==> config.mk <==
export PLATFORM = sky130hd
export DESIGN_NAME = imem_loader
export DESIGN_NICKNAME = d
export VERILOG_FILES = /design/src/rtl/imem_loader_pkg.sv /design/src/rtl/imem_loader_word_assembler.sv /design/src/rtl/imem_loader.sv
export SDC_FILE = /design/constraint.sdc
export NUM_CORES = 1
export LEC_CHECK = 0
export ABC_AREA = 0
export CORE_MARGIN = 1.5
export CORE_UTILIZATION = 40
export DETAILED_ROUTE_END_ITERATION = 12
export GPL_TIMING_DRIVEN = 0
export PLACE_DENSITY = 0.56
export SYNTH_ARGS = -nofsm -noshare
export SYNTH_HDL_FRONTEND = slang
export SYNTH_SLANG_ARGS = --single-unit
==> constraint.sdc <==
create_clock -name clk -period 7.94 [get_ports clk]
set_clock_uncertainty 0.15 [all_clocks]
set_input_delay 0.794 -clock clk [delete_from_list [all_inputs] [get_ports clk]]
set_output_delay 0.794 -clock clk [all_outputs]
set_load 0.01 [all_outputs]
==> src/rtl/imem_loader_pkg.sv <==
`default_nettype none
// ============================================================================
// Module      : imem_loader_pkg
// Description : Shared types and constants for the boot-time instruction
//               memory loader (state encoding, word geometry).
// Revision    : 1.0 - initial release
// ============================================================================
package imem_loader_pkg;

  // Stream bytes that make up one little-endian instruction word
  localparam int BYTES_PER_WORD = 4;
  localparam int LANE_W         = $clog2(BYTES_PER_WORD);

  // Loader session states
  typedef enum logic [2:0] {
    ST_IDLE  = 3'd0,
    ST_LOAD  = 3'd1,
    ST_CHECK = 3'd2,
    ST_RUN   = 3'd3,
    ST_ERROR = 3'd4
  } state_t;

endpackage : imem_loader_pkg
`default_nettype wire

==> src/rtl/imem_loader_word_assembler.sv <==
`default_nettype none
// ============================================================================
// Module      : word_assembler
// Description : Collects stream bytes into a little-endian 32-bit word. The
//               first byte lands in bits 7:0, the fourth in bits 31:24. The
//               completed word is presented combinationally together with
//               o_word_valid during the transfer of its last byte.
// Revision    : 1.0 - initial release
// ============================================================================
module word_assembler
  import imem_loader_pkg::*;
(
  input  logic        clk,
  input  logic        rst,          // asynchronous, active-low
  input  logic        i_clear,      // restart assembly at lane 0
  input  logic        i_byte_en,    // a byte transfer happens this cycle
  input  logic [7:0]  i_byte,
  output logic        o_word_valid,
  output logic [31:0] o_word
);

  logic [LANE_W-1:0] r_byte_cnt;
  logic [31:0]       r_lanes;
  logic              w_last_lane;

  assign w_last_lane  = (r_byte_cnt == LANE_W'(BYTES_PER_WORD - 1));
  assign o_word_valid = i_byte_en && w_last_lane;

  // Completed word: lanes already held plus the byte arriving now in the top lane
  always_comb begin
    o_word = r_lanes;
    o_word[8*(BYTES_PER_WORD-1) +: 8] = i_byte;
  end

  // Lane register and byte counter; the counter wraps so the next word starts at lane 0
  always_ff @(posedge clk or negedge rst) begin
    if (!rst) begin
      r_byte_cnt <= '0;
      r_lanes    <= '0;
    end else if (i_clear) begin
      r_byte_cnt <= '0;
      r_lanes    <= '0;
    end else if (i_byte_en) begin
      r_lanes[{r_byte_cnt, 3'b000} +: 8] <= i_byte;
      r_byte_cnt                         <= r_byte_cnt + 1'b1;
    end
  end

endmodule : word_assembler
`default_nettype wire

==> src/rtl/imem_loader.sv <==
`default_nettype none
// ============================================================================
// Module      : imem_loader
// Description : Boot-time program loader. Streams bytes into instruction
//               words, writes them to instruction memory, verifies a trailing
//               checksum word and releases the pipeline reset on success.
// Revision    : 1.0 - initial release
// ============================================================================
module imem_loader
  import imem_loader_pkg::*;
#(
  parameter int ADDR_WIDTH = 8
) (
  input  logic                  clk,
  input  logic                  rst,          // asynchronous, active-low
  input  logic                  start,
  input  logic [ADDR_WIDTH:0]   len_words,
  input  logic                  byte_valid,
  input  logic [7:0]            byte_data,
  output logic                  byte_ready,
  output logic                  imem_wr_en,
  output logic [ADDR_WIDTH-1:0] imem_wr_addr,
  output logic [31:0]           imem_wr_data,
  output logic                  core_rst_n,
  output logic                  busy,
  output logic                  done,
  output logic                  err
);

  // Memory capacity in words, expressed in the width of len_words
  localparam logic [ADDR_WIDTH:0] c_CAPACITY = {1'b1, {ADDR_WIDTH{1'b0}}};

  state_t                r_state;
  state_t                w_next;
  logic [ADDR_WIDTH:0]   r_len;
  logic [ADDR_WIDTH:0]   r_word_cnt;
  logic [31:0]           r_sum;
  logic                  r_wr_en;
  logic [ADDR_WIDTH-1:0] r_wr_addr;
  logic [31:0]           r_wr_data;
  logic                  r_done;
  logic                  r_err;

  logic                  w_in_session;
  logic                  w_can_start;
  logic                  w_start_ok;
  logic                  w_xfer;
  logic                  w_len_bad;
  logic                  w_len_zero;
  logic [ADDR_WIDTH:0]   w_word_cnt_inc;
  logic                  w_last_word;
  logic                  w_word_valid;
  logic [31:0]           w_word;
  logic                  w_sum_match;

  // State-decoded outputs; byte_ready stays high straight through LOAD into CHECK
  assign w_in_session = (r_state == ST_LOAD) || (r_state == ST_CHECK);
  assign byte_ready   = w_in_session;
  assign busy         = w_in_session;
  assign core_rst_n   = (r_state == ST_RUN);

  assign w_can_start    = (r_state == ST_IDLE) || (r_state == ST_RUN) || (r_state == ST_ERROR);
  assign w_start_ok     = start && w_can_start;
  assign w_xfer         = byte_valid && byte_ready;
  assign w_len_bad      = (len_words > c_CAPACITY);
  assign w_len_zero     = (len_words == '0);
  assign w_word_cnt_inc = r_word_cnt + 1'b1;
  assign w_last_word    = (w_word_cnt_inc == r_len);
  assign w_sum_match    = (w_word == r_sum);

  // One assembler serves both the program words and the checksum word
  word_assembler u_word_assembler (
    .clk          (clk),
    .rst          (rst),
    .i_clear      (w_start_ok),
    .i_byte_en    (w_xfer),
    .i_byte       (byte_data),
    .o_word_valid (w_word_valid),
    .o_word       (w_word)
  );

  // State register
  always_ff @(posedge clk or negedge rst) begin
    if (!rst) begin
      r_state <= ST_IDLE;
    end else begin
      r_state <= w_next;
    end
  end

  // Next-state decode
  always_comb begin
    w_next = r_state;
    case (r_state)
      ST_IDLE, ST_RUN, ST_ERROR: begin
        if (start) begin
          if (w_len_bad) begin
            w_next = ST_ERROR;
          end else if (w_len_zero) begin
            w_next = ST_CHECK;
          end else begin
            w_next = ST_LOAD;
          end
        end
      end
      ST_LOAD: begin
        if (w_word_valid && w_last_word) begin
          w_next = ST_CHECK;
        end
      end
      ST_CHECK: begin
        if (w_word_valid) begin
          w_next = w_sum_match ? ST_RUN : ST_ERROR;
        end
      end
      default: w_next = ST_IDLE;
    endcase
  end

  // Session bookkeeping, memory write port and result flags
  always_ff @(posedge clk or negedge rst) begin
    if (!rst) begin
      r_len      <= '0;
      r_word_cnt <= '0;
      r_sum      <= '0;
      r_wr_en    <= 1'b0;
      r_wr_addr  <= '0;
      r_wr_data  <= '0;
      r_done     <= 1'b0;
      r_err      <= 1'b0;
    end else begin
      r_wr_en <= 1'b0;
      r_done  <= 1'b0;
      if (w_start_ok) begin
        r_len      <= len_words;
        r_word_cnt <= '0;
        r_sum      <= '0;
        r_err      <= w_len_bad;
        r_done     <= w_len_bad;
      end
      if ((r_state == ST_LOAD) && w_word_valid) begin
        r_wr_en    <= 1'b1;
        r_wr_addr  <= r_word_cnt[ADDR_WIDTH-1:0];
        r_wr_data  <= w_word;
        r_sum      <= r_sum + w_word;
        r_word_cnt <= w_word_cnt_inc;
      end
      if ((r_state == ST_CHECK) && w_word_valid) begin
        r_done <= 1'b1;
        r_err  <= !w_sum_match;
      end
    end
  end

  assign imem_wr_en   = r_wr_en;
  assign imem_wr_addr = r_wr_addr;
  assign imem_wr_data = r_wr_data;
  assign done         = r_done;
  assign err          = r_err;

endmodule : imem_loader
`default_nettype wire

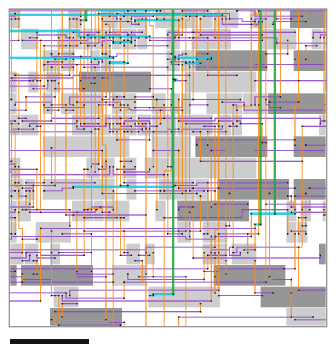
Figure 1: run 1, layout detail.
Bar = 10 um. Region (81, 14) to (121, 54) um. Cells in gray, sequential cells in the stronger gray; small squares are vias.
color	layer
orange	M2
purple	M1
cyan	M3
green	M4
netlist names of flops here include	u_word_assembler.r_lanes (6), r_sum (5)
sequential cells in the window	11
cells with their middle in the window	100
most frequent	nand2_1 (18), dfrtp_1 (11), o21ai_0 (9)

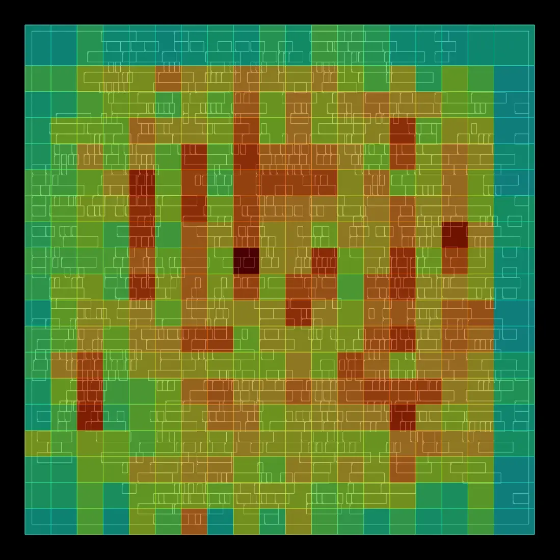
Figure 2: run 1, congestion heat map.
GRT Total Usage: 22.6%
GR Layer Usage met1: 30.3%
Final Util: 50.1%

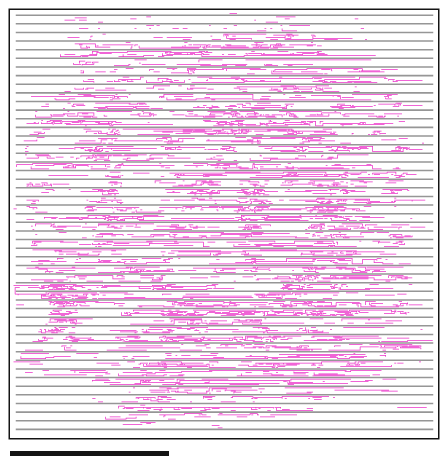
Figure 3: run 1, signal wires on met1.
Bar = 50 um. Supply wires on this layer in gray.
main direction	horizontal
nets with wire on the layer	838
Post-Route WL: 19200 um
DR vias: 6047

==> results.ini, run 1 <==
[place]
dpl.cell_count=1084
dpl_worst_slack_ns=3.84
dp_hpwl_um=13800

[critical_path]
reg2reg_from=u_word_assembler.r_lanes[0]
critPathRequiredTime_ns=8.06
rr_worst_depth=11
cp_max_fo=10
cpMaxStageDelayCell=clkdlybuf4s50_1
critical_path.endpoint=r_state[2]
path_cells=clkdlybuf4s50_1, ha_1, clkbuf_1, nor4_1, nand4_1, nor2_1, nand4_1, nor2_1, a21oi_1, a221oi_1, a21oi_1
path_depth=11
crit_path_start_kind=input port
rrSetupSlack_ns=4.89
crit_type=in2reg
cp_num_buf_inv=2

[timing]
tns_ns=0
finalWorstSetupSlack_ns=4.22
period_minus_slack_ns=3.72
finalCritPeriodShare_pct=46.8
hold_violations=0

[final_layout]
syn2layout_area_growth_pct=23.6
num-nonclk-buffers=112
nClkBuffers=23
layout-drive-gt1-share_pct=6.64
seq_share_pct=35.5
dominant_cells=logic gates
final_cell_mix=nand2_1, dfrtp_1, clkdlybuf4s50_1
inverters=22
design_area_mm2=0.00861
diodes=0
regArea_mm2=0.00305
final-comb-area_mm2=0.00364
comb-cell-share_pct=42.3
layout_top_cell=nand2_1

[drt]
drc=0
first_iter_violations=436
ant_nets=0
viasPerCell=5.43
wl_met2_um=9030
wl_met1_um=8910
wl_met3_um=816
dr.max_layer_used=met4

[clock_network]
cts_inserted_buffers=17
root_buffer=clkbuf_16
cts_max_level=4
cts_tree=built
cts_setup_buffers=0

[logic_synthesis]
synthAoiAreaFrac_pct=18.1
ys_area_mm2=0.00696
netlist_instances=793
top_cell_area_share_pct=43.9
post_synth_most_frequent_cells=nand2_1, dfrtp_1, o21ai_0, a21oi_1
synth.most_common_cell=nand2_1
largest_area_cell=dfrtp_1
synth_cell_type_count=68
synth.cellmix.simpleShare_pct=21.2
ys_sh_adder_pct=7.12
topCombFamilyByArea=simple AND/OR/NAND/NOR gates
yosysWarnings=0
fp_nets=853

[floorplan]
dieArea_mm2=0.0182
core_area_mm2=0.0172
fp.dieH_um=135
num_rows=48

[pwr]
intPower_mw=1.52
peakVddDrop_v=0.000162
pwr-share-seq_pct=35.4
power.density_mw_per_mm2=249
power.group.top=the clock network
pg_seq_uw=758

[global_routing]
grt-ovfl-total=0
grt_pass1_wl_um=31600
use_met3_pct=3.79
grt_pass1_vias=5942
antenna_found_initial=0
grt_max_degree=66

[run]
warnings=30
drv_cap=0

[outcome]
status=completed

==> run 2: changes to the inputs <==
==> constraint.sdc (replaced) <==
create_clock -name clk -period 3.55 [get_ports clk]
set_clock_uncertainty 0.15 [all_clocks]
set_input_delay 0.355 -clock clk [delete_from_list [all_inputs] [get_ports clk]]
set_output_delay 0.355 -clock clk [all_outputs]
set_load 0.01 [all_outputs]
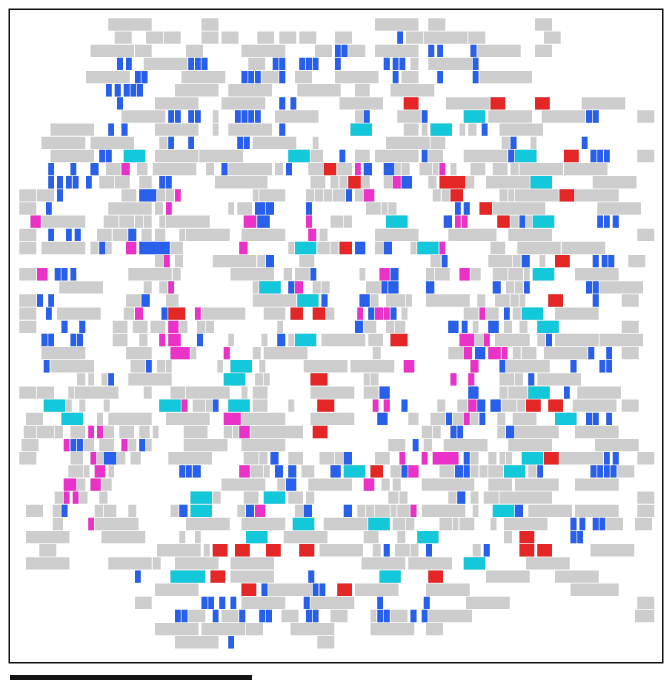
Figure 4: run 2, gate families picked out.
Bar = 50 um.
color	family	cells
magenta	nor cells	68
blue	nand cells	242
red	non-inverting ao/oa cells	36
cyan	fa/ha/maj cells	39

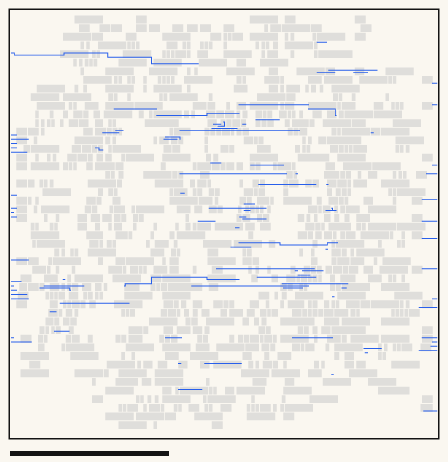
Figure 5: run 2, metal 3.
Bar = 50 um.
longest straight run	37.7 um
main direction	horizontal
wire length on this layer	750 um
share of all routed wire	3.9%
nets with wire on the layer	73
DR vias: 6037
Post-Route WL: 19200 um
GR Util met3: 3.79%

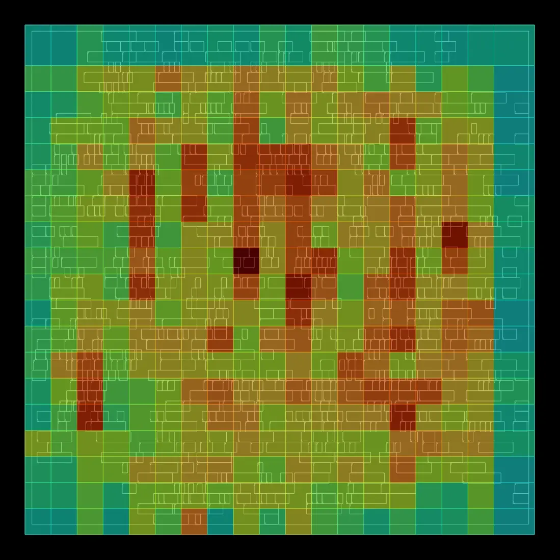
Figure 6: run 2, congestion heat map.
Final Util: 50.2%
GR Layer Usage met1: 30.3%

==> run 2 against run 1 <==
  * Final area up 0.12%
  * First-iteration DRC count up 24%
  * Routed wire length up 0.10%
  * Worst setup slack worse by 4.0 ns
  * Clock-buffer cell count unchanged
  * Global-route usage about the same
  * Synthesized area unchanged
  * Sequential power up 120%
  * Non-clock buffer count up 1
  * Critical endpoint unchanged
==> results.ini, run 2 <==
[logic_synthesis]
synth.most_common_cell=nand2_1
synth_cell_type_count=68
largest_area_cell=dfrtp_1
ys_sh_adder_pct=7.12
synth.cellmix.simpleShare_pct=21.2
ys_area_mm2=0.00696
fp_nets=853
yosysWarnings=0
netlist_instances=793
top_cell_area_share_pct=43.9
synthAoiAreaFrac_pct=18.1

[clock_network]
cts_max_level=4
cts_tree=built
cts_inserted_buffers=17
root_buffer=clkbuf_16

[final_layout]
layout_top_cell=nand2_1
inverters=22
nClkBuffers=23
syn2layout_area_growth_pct=23.8
design_area_mm2=0.00862
final-comb-area_mm2=0.00364
dominant_cells=logic gates
seq_share_pct=35.4
num-nonclk-buffers=113
regArea_mm2=0.00305
diodes=0

[critical_path]
cpMaxStageDelayCell=clkdlybuf4s50_1
cp_max_fo=10
critical_path.endpoint=r_state[2]
crit_path_start_kind=input port
reg2reg_from=u_word_assembler.r_lanes[0]
cp_num_buf_inv=2

[floorplan]
dieArea_mm2=0.0182
core_area_mm2=0.0172
num_rows=48

[timing]
hold_violations=0
finalWorstSetupSlack_ns=0.259
period_minus_slack_ns=3.29
finalCritPeriodShare_pct=92.7

[global_routing]
grt_pass1_wl_um=31600
globalRouteTotalUtil_pct=22.6
grt_pass1_vias=5936
grt-ovfl-total=0
grt_max_degree=66
antenna_found_initial=0

[pwr]
power.group.top=the clock network
pg_seq_mw=1.69
power.density_mw_per_mm2=556
intPower_mw=3.40

[drt]
ant_nets=0
first_iter_violations=542
viasPerCell=5.41
wl_met3_um=750
wl_met2_um=9040
wl_met1_um=8960
drc=0

[place]
dp_hpwl_um=13800
dpl_worst_slack_ns=-0.109
dpl.cell_count=1084

[run]
drv_cap=0
warnings=30

[outcome]
status=completed

Power and IR drop assume default switching activity.
